**src/rtl/csi2_stat_pkg.sv**
```systemverilog
// Shared constants and saturating arithmetic for the CSI-2 statistics monitor.
package csi2_stat_pkg;

  localparam int unsigned ERR_HEADER      = 0;
  localparam int unsigned ERR_CORR_HEADER = 1;
  localparam int unsigned ERR_CRC         = 2;
  localparam int unsigned ERR_SRC_CNT_DEF = 3;
  localparam int unsigned CNT_WIDTH_DEF   = 32;

  // Working width of the shared saturating adder; callers zero-extend into it.
  localparam int unsigned SAT_W = 64;
  typedef logic [SAT_W-1:0] sat_word_t;

  function automatic sat_word_t sat_add(input sat_word_t val,
                                        input sat_word_t inc,
                                        input sat_word_t lim);
    logic [SAT_W:0] sum;
    sum = {1'b0, val} + {1'b0, inc};
    if (sum > {1'b0, lim}) begin
      return lim;
    end
    return sum[SAT_W-1:0];
  endfunction

endpackage

```
**src/rtl/csi2_minmax_tracker.sv**
```systemverilog
// Running minimum/maximum of a sampled value; min starts at all ones, max at zero.
module csi2_minmax_tracker
  import csi2_stat_pkg::*;
#(
  parameter int unsigned CNT_WIDTH = CNT_WIDTH_DEF
) (
  input  logic                 clk_i,
  input  logic                 srst_i,
  input  logic                 clear_i,
  input  logic                 sample_val_i,
  input  logic [CNT_WIDTH-1:0] sample_i,
  output logic [CNT_WIDTH-1:0] min_o,
  output logic [CNT_WIDTH-1:0] max_o
);

  logic [CNT_WIDTH-1:0] r_min;
  logic [CNT_WIDTH-1:0] r_max;

  always_ff @(posedge clk_i) begin
    if (srst_i || clear_i) begin
      r_min <= '1;
      r_max <= '0;
    end else if (sample_val_i) begin
      if (sample_i < r_min) r_min <= sample_i;
      if (sample_i > r_max) r_max <= sample_i;
    end
  end

  assign min_o = r_min;
  assign max_o = r_max;

endmodule

```
**src/rtl/csi2_stat_mon.sv**
```systemverilog
// CSI-2 video stream / error statistics monitor with frame-rate measurement.
// Define CSI2_STAT_SNAPSHOT_EN to add snapshot_i and shadow-registered statistic outputs.
module csi2_stat_mon
  import csi2_stat_pkg::*;
#(
  parameter int unsigned CNT_WIDTH   = CNT_WIDTH_DEF,
  parameter int unsigned ERR_SRC_CNT = ERR_SRC_CNT_DEF,
  parameter int unsigned PX_PER_BEAT = 1
) (
  input  logic                                  clk_i,
  input  logic                                  srst_i,
  input  logic                                  clear_stat_i,
  input  logic                                  video_tvalid_i,
  input  logic                                  video_tready_i,
  input  logic                                  video_tlast_i,
  input  logic                                  video_tuser_i,
  input  logic [ERR_SRC_CNT-1:0]                err_i,
  input  logic [CNT_WIDTH-1:0]                  fps_window_i,
`ifdef CSI2_STAT_SNAPSHOT_EN
  input  logic                                  snapshot_i,
`endif
  output logic [ERR_SRC_CNT-1:0][CNT_WIDTH-1:0] err_cnt_o,
  output logic [CNT_WIDTH-1:0]                  frame_cnt_o,
  output logic [CNT_WIDTH-1:0]                  max_ln_per_frame_o,
  output logic [CNT_WIDTH-1:0]                  min_ln_per_frame_o,
  output logic [CNT_WIDTH-1:0]                  max_px_per_ln_o,
  output logic [CNT_WIDTH-1:0]                  min_px_per_ln_o,
  output logic [CNT_WIDTH-1:0]                  fps_o,
  output logic                                  fps_valid_o
);

  localparam logic [CNT_WIDTH-1:0] CNT_MAX = '1;
  localparam logic [CNT_WIDTH-1:0] ONE     = CNT_WIDTH'(1);
  localparam logic [CNT_WIDTH-1:0] PX_INC  = CNT_WIDTH'(PX_PER_BEAT);

  function automatic logic [CNT_WIDTH-1:0] inc_sat(input logic [CNT_WIDTH-1:0] val,
                                                   input logic [CNT_WIDTH-1:0] inc);
    return CNT_WIDTH'(sat_add(SAT_W'(val), SAT_W'(inc), SAT_W'(CNT_MAX)));
  endfunction

  logic                                  w_clr;
  logic                                  w_beat;
  logic                                  w_sof;
  logic                                  w_px_val;
  logic                                  w_ln_val;
  logic [CNT_WIDTH-1:0]                  w_line_len;
  logic                                  w_fps_on;
  logic                                  w_win_term;
  logic [CNT_WIDTH-1:0]                  w_win_frames_nxt;
  logic [CNT_WIDTH-1:0]                  w_min_ln;
  logic [CNT_WIDTH-1:0]                  w_max_ln;
  logic [CNT_WIDTH-1:0]                  w_min_px;
  logic [CNT_WIDTH-1:0]                  w_max_px;

  logic [CNT_WIDTH-1:0]                  r_px_cnt;
  logic [CNT_WIDTH-1:0]                  r_ln_cnt;
  logic [CNT_WIDTH-1:0]                  r_frame_cnt;
  logic [ERR_SRC_CNT-1:0][CNT_WIDTH-1:0] r_err_cnt;
  logic [CNT_WIDTH-1:0]                  r_win_cnt;
  logic [CNT_WIDTH-1:0]                  r_win_frames;
  logic [CNT_WIDTH-1:0]                  r_fps;
  logic                                  r_fps_valid;

  assign w_clr    = srst_i | clear_stat_i;
  assign w_beat   = video_tvalid_i & video_tready_i;
  assign w_sof    = w_beat & video_tuser_i;
  assign w_px_val = w_beat & video_tlast_i;
  assign w_ln_val = w_sof & (r_ln_cnt != '0);

  // A SOF beat drops any partial line, so a SOF+EOL beat is a one-beat line.
  assign w_line_len = video_tuser_i ? PX_INC : inc_sat(r_px_cnt, PX_INC);

  always_ff @(posedge clk_i) begin
    if (w_clr) begin
      r_px_cnt    <= '0;
      r_ln_cnt    <= '0;
      r_frame_cnt <= '0;
    end else if (w_beat) begin
      if (video_tlast_i) begin
        r_px_cnt <= '0;
      end else if (video_tuser_i) begin
        r_px_cnt <= PX_INC;
      end else begin
        r_px_cnt <= inc_sat(r_px_cnt, PX_INC);
      end

      if (video_tuser_i) begin
        r_ln_cnt <= video_tlast_i ? ONE : '0;
      end else if (video_tlast_i) begin
        r_ln_cnt <= inc_sat(r_ln_cnt, ONE);
      end

      if (w_ln_val) r_frame_cnt <= inc_sat(r_frame_cnt, ONE);
    end
  end

  always_ff @(posedge clk_i) begin
    for (int unsigned k = 0; k < ERR_SRC_CNT; k++) begin
      if (w_clr) begin
        r_err_cnt[k] <= '0;
      end else if (err_i[k]) begin
        r_err_cnt[k] <= inc_sat(r_err_cnt[k], ONE);
      end
    end
  end

  csi2_minmax_tracker #(.CNT_WIDTH(CNT_WIDTH)) u_ln_tracker (
    .clk_i        (clk_i),
    .srst_i       (srst_i),
    .clear_i      (clear_stat_i),
    .sample_val_i (w_ln_val),
    .sample_i     (r_ln_cnt),
    .min_o        (w_min_ln),
    .max_o        (w_max_ln)
  );

  csi2_minmax_tracker #(.CNT_WIDTH(CNT_WIDTH)) u_px_tracker (
    .clk_i        (clk_i),
    .srst_i       (srst_i),
    .clear_i      (clear_stat_i),
    .sample_val_i (w_px_val),
    .sample_i     (w_line_len),
    .min_o        (w_min_px),
    .max_o        (w_max_px)
  );

  // Terminal test uses >= so a window shortened below the running count ends at once.
  assign w_fps_on         = (fps_window_i != '0);
  assign w_win_term       = w_fps_on && (r_win_cnt >= (fps_window_i - ONE));
  assign w_win_frames_nxt = w_sof ? inc_sat(r_win_frames, ONE) : r_win_frames;

  always_ff @(posedge clk_i) begin
    if (w_clr) begin
      r_win_cnt    <= '0;
      r_win_frames <= '0;
      r_fps        <= '0;
      r_fps_valid  <= 1'b0;
    end else if (!w_fps_on) begin
      r_win_cnt    <= '0;
      r_win_frames <= '0;
      r_fps_valid  <= 1'b0;
    end else if (w_win_term) begin
      r_win_cnt    <= '0;
      r_win_frames <= '0;
      r_fps        <= w_win_frames_nxt;
      r_fps_valid  <= 1'b1;
    end else begin
      r_win_cnt    <= inc_sat(r_win_cnt, ONE);
      r_win_frames <= w_win_frames_nxt;
      r_fps_valid  <= 1'b0;
    end
  end

  assign fps_o       = r_fps;
  assign fps_valid_o = r_fps_valid;

`ifdef CSI2_STAT_SNAPSHOT_EN
  logic [ERR_SRC_CNT-1:0][CNT_WIDTH-1:0] r_sh_err_cnt;
  logic [CNT_WIDTH-1:0]                  r_sh_frame_cnt;
  logic [CNT_WIDTH-1:0]                  r_sh_max_ln;
  logic [CNT_WIDTH-1:0]                  r_sh_min_ln;
  logic [CNT_WIDTH-1:0]                  r_sh_max_px;
  logic [CNT_WIDTH-1:0]                  r_sh_min_px;

  always_ff @(posedge clk_i) begin
    if (w_clr) begin
      r_sh_err_cnt   <= '0;
      r_sh_frame_cnt <= '0;
      r_sh_max_ln    <= '0;
      r_sh_min_ln    <= '1;
      r_sh_max_px    <= '0;
      r_sh_min_px    <= '1;
    end else if (snapshot_i) begin
      r_sh_err_cnt   <= r_err_cnt;
      r_sh_frame_cnt <= r_frame_cnt;
      r_sh_max_ln    <= w_max_ln;
      r_sh_min_ln    <= w_min_ln;
      r_sh_max_px    <= w_max_px;
      r_sh_min_px    <= w_min_px;
    end
  end

  assign err_cnt_o          = r_sh_err_cnt;
  assign frame_cnt_o        = r_sh_frame_cnt;
  assign max_ln_per_frame_o = r_sh_max_ln;
  assign min_ln_per_frame_o = r_sh_min_ln;
  assign max_px_per_ln_o    = r_sh_max_px;
  assign min_px_per_ln_o    = r_sh_min_px;
`else
  assign err_cnt_o          = r_err_cnt;
  assign frame_cnt_o        = r_frame_cnt;
  assign max_ln_per_frame_o = w_max_ln;
  assign min_ln_per_frame_o = w_min_ln;
  assign max_px_per_ln_o    = w_max_px;
  assign min_px_per_ln_o    = w_min_px;
`endif

endmodule
```
**config.mk**
```make
export PLATFORM = sky130hd
export DESIGN_NAME = csi2_stat_mon
export DESIGN_NICKNAME = d
export VERILOG_FILES = /design/src/rtl/csi2_stat_pkg.sv /design/src/rtl/csi2_minmax_tracker.sv /design/src/rtl/csi2_stat_mon.sv
export SDC_FILE = /design/constraint.sdc
export NUM_CORES = 1
export LEC_CHECK = 0
export ABC_AREA = 1
export CORE_MARGIN = 10
export CORE_UTILIZATION = 40
export CTS_BUF_LIST = sky130_fd_sc_hd__clkbuf_8
export DETAILED_ROUTE_END_ITERATION = 16
export GPL_ROUTABILITY_DRIVEN = 0
export GPL_TIMING_DRIVEN = 0
export MAX_ROUTING_LAYER = met4
export SLEW_MARGIN = 20
export SYNTH_ARGS = -nofsm -noshare
export SYNTH_HDL_FRONTEND = slang
export SYNTH_SLANG_ARGS = --single-unit
```
**constraint.sdc**
```tcl
create_clock -name clk_i -period 6.1 [get_ports clk_i]
set_input_delay 0.61 -clock clk_i [delete_from_list [all_inputs] [get_ports clk_i]]
set_output_delay 0.61 -clock clk_i [all_outputs]
set_load 0.02 [all_outputs]
```
**Wiring heat map**

Scale bar: 100 µm. 28 x 28 tiles, from white (low) to dark blue (high), scaled to the fullest tile. Values are wire area over tile area, all layers added.
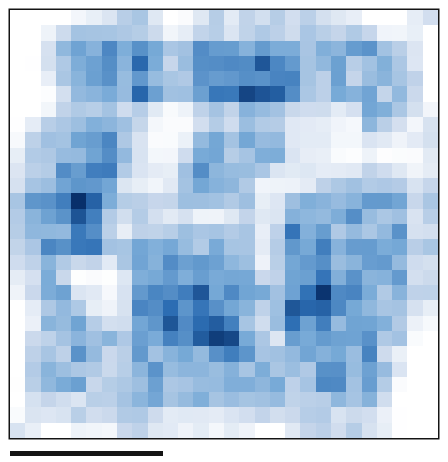
fullest tile: 0.56
nearly empty tiles: 7.4%
emptiest ninth of the die: top right

**A small window of the routed layout**

Region (120, 120) to (160, 160) µm. Cells in grey, sequential cells in the stronger grey; small squares are vias.
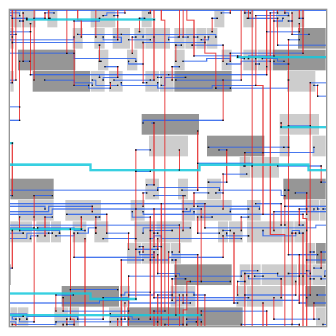
[M1] blue
[M3] cyan
[M2] red
netlist names of flops here include: r_ln_cnt (5), frame_cnt_o (4), u_ln_tracker.max_o (3)
sequential cells in the window: 12
most frequent: a21oi_1 (16), inv_1 (13), dfxtp_1 (12)
cells with their middle in the window: 90

==> deck_impl_summary.md <==
Run Summary

Run status
  • Outcome: completed

Global routing
  • GR Layer Usage met1: 0.292
  • Vias in the first global route: 26200
  • Grt met3 use: 0.0478
  • Initial antenna violation count: 4
  • Largest net degree at the start of global routing: 11
  • Total track usage: 0.235
  • Met2 usage: 0.377
  • Most Used Layer, Global Route: met2
  • First-pass GRT wire length: 146000 µm

Placed design
  • Place WS: 212 ps
  • Port Buffers: 328
  • Placed Cells: 5219
  • Hpwl dp: 73400 µm

Detailed routing
  • Wire per inst: 17.4 µm
  • Final ANT Viol Nets: 0
  • WL final: between 90000 and 100000 µm
  • DRT iter0 DRCs: 1991
  • Residual DRC count: 0
  • Detailed-router iteration count before antenna repair: 5
  • Via Count: between 20000 and 30000
  • Vias per inst: 5.16

Synthesis
  • Synth Cell Area: 27200 µm²
  • Mapped Nets: 4233
  • Unique cell types: 65
  • Yosys warnings: 0
  • Synth Instances: ~4000
  • Number of synthesized flops with an enable pin: 0
  • Post-synthesis sequential area ratio: 0.307
  • # Cells Yosys: 4017
  • Avg Inst Size Synth: 6.76 µm²
  • Synth Flop Type: dfxtp_1

Floorplan
  • Die H: 281 µm
  • Core footprint: about 67000 µm²
  • Die width: 281 µm
  • I/O pin total: between 300 and 400
  • Die Area: between 70000 and 80000 µm²
  • Fp util: 0.404
  • Rows: 95

Layout
  • Non-Filler Instances: roughly 5400
  • Comb gate area: 15900 µm²
  • Top cell excl fill/tap: nand2_1
  • Top cells excl fill/tap: nand2_1 (804), inv_1 (609), dfxtp_1 (417), a21oi_1 (359), nor2_1 (353)
  • # fillers: ~7000
  • Layout cell share with drive strength beyond 1: 0.0604
  • Total Nets Final: 4645
  • Flip-flop and latch area: 8350 µm²
  • Area grow syn2layout: 22.1%

Clock tree
  • CTS H-Tree Depth: 3
  • Clock buffer depth: 3
  • Worst-path clk slew: 50 ps
  • Post-CTS Resized: 0
  • CTS tree: done
  • Num Clock Sinks: 417

Worst setup path
  • Crit path DRT: 6680 ps
  • Critical path class: reg2reg
  • Crit. End Element: flip-flop
  • Critical path fanouts, max: 10
  • CP arrival: 6110 ps

Final timing
  • Setup Skew: 40.8 ps
  • Final setup margin: 573 ps
  • Setup violators final: 0
  • TNS Setup: 0 ps
  • Final Hold Fails: 0
  • Unrepaired setup endpoints after global routing: false
  • Cycle use final: 0.906
  • F_max: approximately 0.18 GHz
  • Fin. max-slew vios: 0

Pwr
  • Peak VDD IR: 204 µV
  • LEAKAGE: 0.0150 µW

Job
  • # Max-Cap Violations: 0
  • Count of tool warnings: 37

Worst hold path
  • HP Class: in2reg
**Clock wires, drivers and flops**

Scale bar: 100 µm.
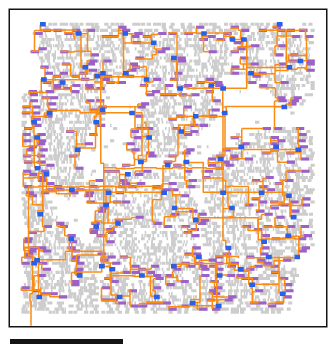
[flip-flops] purple | count: 417
[clock-net drivers] blue | count: 81
[clock wires] orange | length: 7140 µm
routed clock nets: 82

**Signal wires on met3**

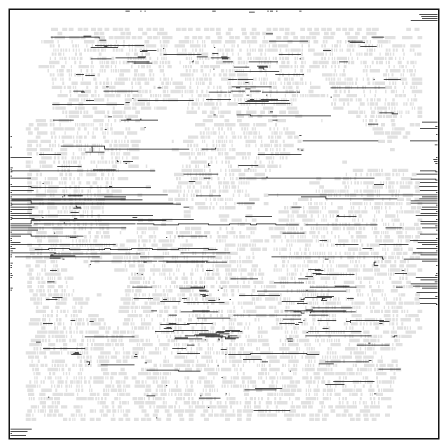
main direction: horizontal
longest straight run: 111 µm

path summary, 6_finish.rpt:
path | startpoint | end | slack [ps] | cells after the start
hold / removal | err_i[2] | err_cnt_o[75]$_SDFFE_PP0P_ | 450 | 3
hold reg to reg | r_px_cnt[31]$_SDFFE_PP0P_ | r_px_cnt[31]$_SDFFE_PP0P_ | 470 | 2
setup reg to reg | r_px_cnt[1]$_SDFFE_PP0P_ | u_px_tracker.max_o[10]$_SDFFE_PP0P_ | 570 | 28
setup / recovery | r_px_cnt[1]$_SDFFE_PP0P_ | u_px_tracker.max_o[10]$_SDFFE_PP0P_ | 570 | 28
cell usage after synthesis, drive strengths merged, types with 41 or more instances:
library cell    n  area (µm²)
nor3          112         721
o211ai         41         308
a21oi         359        1800
nand3         252        1320
dfxtp         417        8350
o21ai         203        1020
nor4           68         465
nand4         139         876
buf            47         267
xor2          162        1430
clkbuf        111         418
ha            174        2180
nor2          373        1480
nand2         817        3100
inv           594        2230
area by class of cell:
| cell class | count | share of cell area |
|---|---|---|
| Timing Repair Buffer | 329 | 0.0992 |
| Clock buffer | 93 | 0.0386 |
| Multi-Input combinational cell | 2846 | 0.479 |
| Antenna cell | 1 | 0.0000755 |
| Tap cell | 873 | 0.0329 |
| Clock inverter | 47 | 0.0100 |
| Inverter | 596 | 0.0675 |
| Buffer | 158 | 0.0207 |
| Sequential cell | 417 | 0.252 |
power by group:
part | internal [µW] | switching (µW)
clock | 1600 | 1280
combinational | 210 | 389
sequential | 2770 | 52.4
state kept, by name, summed over array words and instances, names as in the netlist:
| signal | count |
|---|---|
| err_cnt_o | 96 |
| fps_o | 32 |
| fps_valid_o | 1 |
| frame_cnt_o | 32 |
| r_ln_cnt | 32 |
| r_px_cnt | 32 |
| r_win_cnt | 32 |
| r_win_frames | 32 |
| u_ln_tracker.max_o | 32 |
| u_ln_tracker.min_o | 32 |
| u_px_tracker.max_o | 32 |
| u_px_tracker.min_o | 32 |
routing by layer:
layer | wire [µm] | up-vias
met5 | 0 | -
met4 | 2660 | 0
met3 | 5970 | 149
met2 | 42500 | 696
met1 | 42000 | 12700
li1 | - | 14100
worst max-delay path, delay by kind of cell, from the launching register on:
kind                       cells  cell delay (ps)
buffers and inverters          6             1170
and+or+nand+nor               17             2510
adders and majority gates      2              580
AOI/OAI and AO/OA              3              780
DFF                            1              410
stage by stage:
step | hold slack [ps] | power [µW] | instance area (µm²)
5_1_grt | 426 | 6580 | 33200
3_3_place_gp | 453 | 3470 | 31500
6_report | 447 | 6300 | 33200
4_1_cts | 376 | 6390 | 33200
2_1_floorplan | 445 | 3230 | 27200
3_5_place_dp | 463 | 3480 | 31500
kinds of logic (layout without fill, tap and decap cells):
group                      count (synthesis)  in the layout  share of synthesized area
and+or+nand+nor                         1809           1809                      0.307
xor gates and xnor gates                 199            199                     0.0644
buffers and inverters                    754           1223                      0.108
DFF                                      417            417                      0.307
other                                      0              1                          0
AOI/OAI and AO/OA                        664            664                      0.134
adders and majority gates                174            174                     0.0802
Power is estimated from default activity; no workload was simulated.
